===== src/rtl/baccarat_dealer.sv =====
// Baccarat dealer: deals cards from a free-running deck into player/dealer hands,
// scores both hands, applies the third-card rules and flags the winner.
module baccarat_dealer (
  input  logic       slow_clock,
  input  logic       resetb,
  input  logic       step,
  output logic [3:0] pcard1,
  output logic [3:0] pcard2,
  output logic [3:0] pcard3,
  output logic [3:0] dcard1,
  output logic [3:0] dcard2,
  output logic [3:0] dcard3,
  output logic [3:0] pscore,
  output logic [3:0] dscore,
  output logic       done,
  output logic       player_win,
  output logic       dealer_win
);

  typedef enum logic [2:0] {P1, D1, P2, D2, EVAL, P3, D3, DONE} state_t;

  state_t     r_state, w_next;
  logic [3:0] r_deck;
  logic       w_ld_p1, w_ld_p2, w_ld_p3, w_ld_d1, w_ld_d2, w_ld_d3;
  logic       w_dealer_draws;
  logic [3:0] w_v;
  logic [3:0] w_p1, w_p2, w_p3, w_d1, w_d2, w_d3;
  logic [3:0] w_pscore, w_dscore;

  function automatic logic [3:0] card_val(input logic [3:0] c);
    return (c >= 4'd1 && c <= 4'd9) ? c : 4'd0;
  endfunction

  function automatic logic [3:0] hand_score(input logic [3:0] a, input logic [3:0] b,
                                            input logic [3:0] c);
    logic [4:0] s;
    logic [4:0] m;
    s = {1'b0, card_val(a)} + {1'b0, card_val(b)} + {1'b0, card_val(c)};
    m = s;
    if (s >= 5'd20)      m = s - 5'd20;
    else if (s >= 5'd10) m = s - 5'd10;
    return m[3:0];
  endfunction

  // Value of the card that would be dealt this cycle drives the dealer's P3 decision.
  assign w_v = card_val(r_deck);

  always_comb begin
    case (dscore)
      4'd0, 4'd1, 4'd2: w_dealer_draws = 1'b1;
      4'd3:             w_dealer_draws = (w_v != 4'd8);
      4'd4:             w_dealer_draws = (w_v >= 4'd2 && w_v <= 4'd7);
      4'd5:             w_dealer_draws = (w_v >= 4'd4 && w_v <= 4'd7);
      4'd6:             w_dealer_draws = (w_v >= 4'd6 && w_v <= 4'd7);
      default:          w_dealer_draws = 1'b0;
    endcase
  end

  always_comb begin
    w_next  = r_state;
    w_ld_p1 = 1'b0;
    w_ld_p2 = 1'b0;
    w_ld_p3 = 1'b0;
    w_ld_d1 = 1'b0;
    w_ld_d2 = 1'b0;
    w_ld_d3 = 1'b0;
    case (r_state)
      P1:   if (step) begin w_ld_p1 = 1'b1; w_next = D1;   end
      D1:   if (step) begin w_ld_d1 = 1'b1; w_next = P2;   end
      P2:   if (step) begin w_ld_p2 = 1'b1; w_next = D2;   end
      D2:   if (step) begin w_ld_d2 = 1'b1; w_next = EVAL; end
      EVAL: begin
        if (pscore >= 4'd8 || dscore >= 4'd8) w_next = DONE;
        else if (pscore <= 4'd5)              w_next = P3;
        else if (dscore <= 4'd5)              w_next = D3;
        else                                  w_next = DONE;
      end
      P3:   if (step) begin
        w_ld_p3 = 1'b1;
        w_next  = w_dealer_draws ? D3 : DONE;
      end
      D3:   if (step) begin w_ld_d3 = 1'b1; w_next = DONE; end
      default: w_next = DONE;
    endcase
  end

  assign w_p1 = w_ld_p1 ? r_deck : pcard1;
  assign w_p2 = w_ld_p2 ? r_deck : pcard2;
  assign w_p3 = w_ld_p3 ? r_deck : pcard3;
  assign w_d1 = w_ld_d1 ? r_deck : dcard1;
  assign w_d2 = w_ld_d2 ? r_deck : dcard2;
  assign w_d3 = w_ld_d3 ? r_deck : dcard3;

  // Scores are registered from the post-load hand so EVAL sees the complete two-card totals.
  assign w_pscore = hand_score(w_p1, w_p2, w_p3);
  assign w_dscore = hand_score(w_d1, w_d2, w_d3);

  always_ff @(posedge slow_clock or negedge resetb) begin
    if (!resetb) begin
      r_state    <= P1;
      r_deck     <= 4'd1;
      pcard1     <= 4'd0;
      pcard2     <= 4'd0;
      pcard3     <= 4'd0;
      dcard1     <= 4'd0;
      dcard2     <= 4'd0;
      dcard3     <= 4'd0;
      pscore     <= 4'd0;
      dscore     <= 4'd0;
      done       <= 1'b0;
      player_win <= 1'b0;
      dealer_win <= 1'b0;
    end else begin
      r_state    <= w_next;
      r_deck     <= (r_deck == 4'd13) ? 4'd1 : r_deck + 4'd1;
      pcard1     <= w_p1;
      pcard2     <= w_p2;
      pcard3     <= w_p3;
      dcard1     <= w_d1;
      dcard2     <= w_d2;
      dcard3     <= w_d3;
      pscore     <= w_pscore;
      dscore     <= w_dscore;
      done       <= (w_next == DONE);
      player_win <= (w_next == DONE) && (w_pscore >= w_dscore);
      dealer_win <= (w_next == DONE) && (w_dscore >= w_pscore);
    end
  end

endmodule


===== config.mk =====
export PLATFORM = sky130hd
export DESIGN_NAME = baccarat_dealer
export DESIGN_NICKNAME = d
export VERILOG_FILES = /design/src/rtl/baccarat_dealer.sv
export SDC_FILE = /design/constraint.sdc
export NUM_CORES = 1
export LEC_CHECK = 0
export ABC_AREA = 0
export CAP_MARGIN = 20
export CORE_UTILIZATION = 23
export CTS_CLUSTER_DIAMETER = 150
export DETAILED_ROUTE_END_ITERATION = 8
export SETUP_SLACK_MARGIN = 0.15
export SYNTH_ARGS = -nofsm -noshare
export SYNTH_HDL_FRONTEND = slang
export SYNTH_SLANG_ARGS = --single-unit

===== constraint.sdc =====
create_clock -name slow_clock -period 7.1 [get_ports slow_clock]
set_input_delay 1.42 -clock slow_clock [delete_from_list [all_inputs] [get_ports slow_clock]]
set_output_delay 1.42 -clock slow_clock [all_outputs]
set_load 0.005 [all_outputs]

Figure 1. Drive-strength map.
Scale bar: 20 µm.
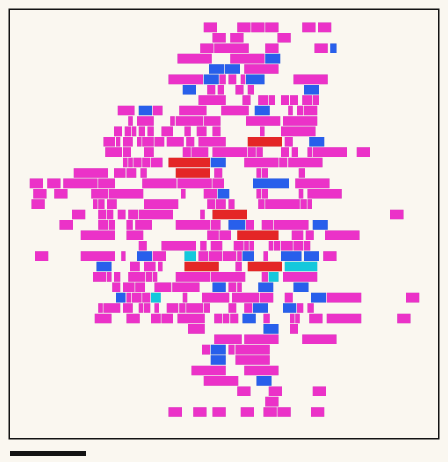
_3 and _4 cells -> cyan  # cells 4, most used buf_4
_0 and _1 cells -> magenta  # cells 256, most used dfrtp_1
_6 and larger -> red  # cells 7, most used clkbuf_16
_2 cells -> blue  # cells 33, most used mux2_2
layout-stage area growth over the synthesis result: 25.5%
Non-Clock Buffer Count: 39
final non-filler cell area: 0.00349 mm²

Figure 2. Routed clock nets over the placement.
Scale bar: 20 µm.
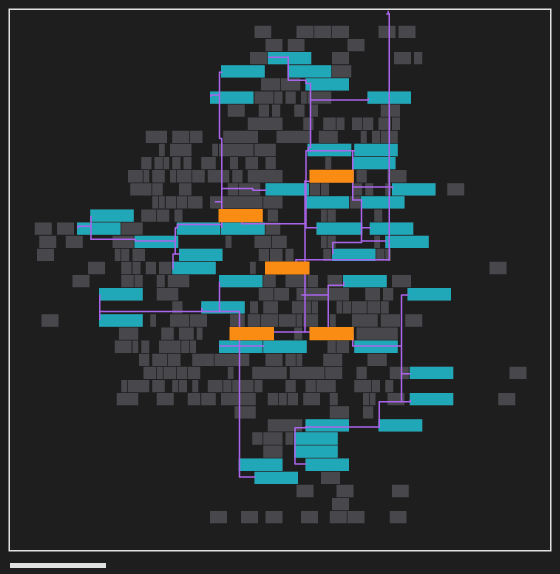
clock wires -> purple  # length 555 µm
flip-flops -> cyan  # count 42
clock drivers -> orange  # count 5
routed clock nets = 6
Worst-Skew Late Latency: 0.28 ns

==> GITHUB_STEP_SUMMARY <==
### Yosys + OpenROAD results

| Metric | Value |
|---|---|
| Result of the run | `finished, violations left` |
| Failing checks | `DRC` |
| Number of cells traversed by the worst hold path | `1` |
| Worst setup path category | `in2reg` |
| Reg clk slew, reported paths | `0.06 ns` |
| Critical Path Fanout Max | `12` |
| Data-path buffer share of cell area in the final layout | `0.109` |
| GR met2 Demand/Resource | `0.180` |
| Synth area leader | `sky130_fd_sc_hd__dfrtp_1` |
| Total number of clock tree sinks | `42` |
| Violation tally from detailed-route iteration zero | `90` |
| Synth Cell Area | `0.00278 mm²` |
| Count of final hold-check violations | `0` |
| Cell count after synthesis | `264` |
| Worst reg-to-reg setup slack | `1.82 ns` |
| Critical Path Start | `step` |
| Leading cell kind | `combinational gates` |
| Top logic cells by instance count in the layout | `sky130_fd_sc_hd__dfrtp_1, sky130_fd_sc_hd__clkdlybuf4s50_1, sky130_fd_sc_hd__mux2_2` |
| Initial antenna violation count | `0` |
| Destination of the worst register-to-register timing path | `player_win` |
| Most utilized layer in the global route result | `met2` |
| Vias in the first global route | `2126` |
| Floorplan die height | `112 µm` |
| Worst hold path class | `reg2reg` |
| Std cell rows | `39` |
| Yosys stat cell total | `264` |
| Detailed-route DRC error count | `1` |
| Depth of the worst register-to-register path | `18` |
| First-pass detailed-route iteration total | `6` |
Figure 3. Placement by cell class.
Fill, decap, tap and diode cells in grey.
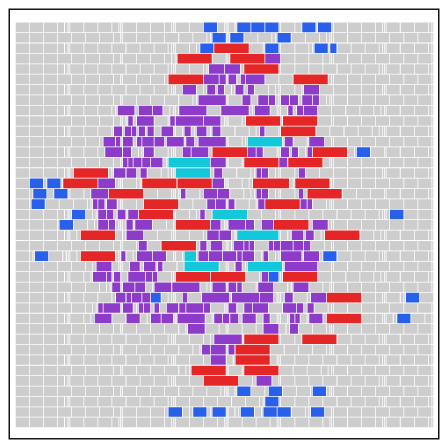
remaining buffers and delay cells -> blue  # cells 39, share of their area 11%
combinational and other logic -> purple  # cells 211, share of their area 51%
sequential cells -> red  # cells 42, share of their area 32%
clock drivers and dummy loads -> cyan  # cells 8, share of their area 5.9%
core utilization of the finished layout: 0.301
sequential portion of the cell area: 0.301

Figure 4. Logic cells by family.
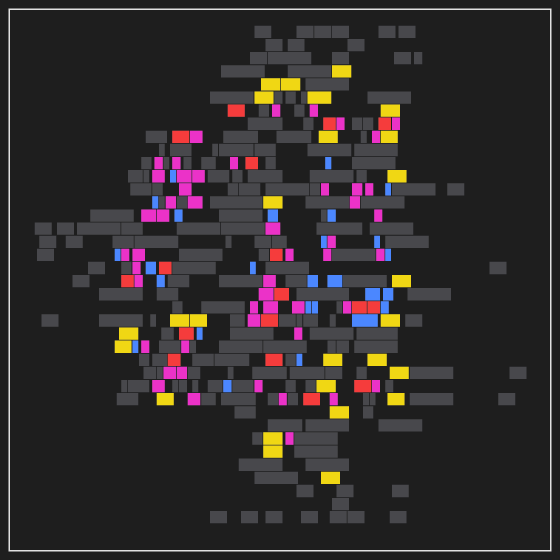
non-inverting ao/oa cells -> red  # cells 17
aoi and oai cells -> magenta  # cells 50
mux cells -> yellow  # cells 26
nand cells -> blue  # cells 26
combinational fraction of the cell area: 0.466
non-filler cells, final: 443
most frequent logic cell in the layout: sky130_fd_sc_hd__dfrtp_1

==> through the flow <==
stage	area, µm²	hold WS, ns
floorplan	2780	0.509
global placement	3300	0.516
detailed placement	3300	0.517
CTS	3490	0.531
global route	3490	0.539
finish	3490	0.522
==> registers in the layout, summed over array words and instances, names as in the netlist <==
register	flops
pscore	4
r_state	3
dscore	4
dcard1	4
player_win	1
r_deck	4
dealer_win	1
pcard3	4
dcard2	4
pcard1	4
dcard3	4
done	1
pcard2	4
==> kinds of logic after synthesis <==
logic type                 after synthesis  synth area share
and+or+nand+nor                         74             0.168
AOI/OAI and AO/OA                       67             0.163
muxes                                   26             0.103
DFF                                     42             0.378
adders and majority gates               26             0.144
buffers and inverters                   27            0.0382
xor gates and xnor gates                 2           0.00630
==> synthesized netlist by cell type (all sizes together), types with 2 or more instances <==
cell / count
o21ai: 17
fa: 10
or3b: 2
nor2: 5
or3: 3
a21oi: 11
mux2i: 6
a21boi: 3
clkbuf: 7
xor2: 2
and2: 10
a21bo: 5
dfrtp: 41
a31oi: 3
nor2b: 11
nand3: 5
nor4: 2
nor4bb: 2
nand2b: 3
buf: 4
a22oi: 3
nand2: 14
o211ai: 3
nand4b: 3
o31ai: 2
and3b: 3
a211o: 2
inv: 16
nor3: 5
a21o: 3
o21a: 5
ha: 16
mux2: 20
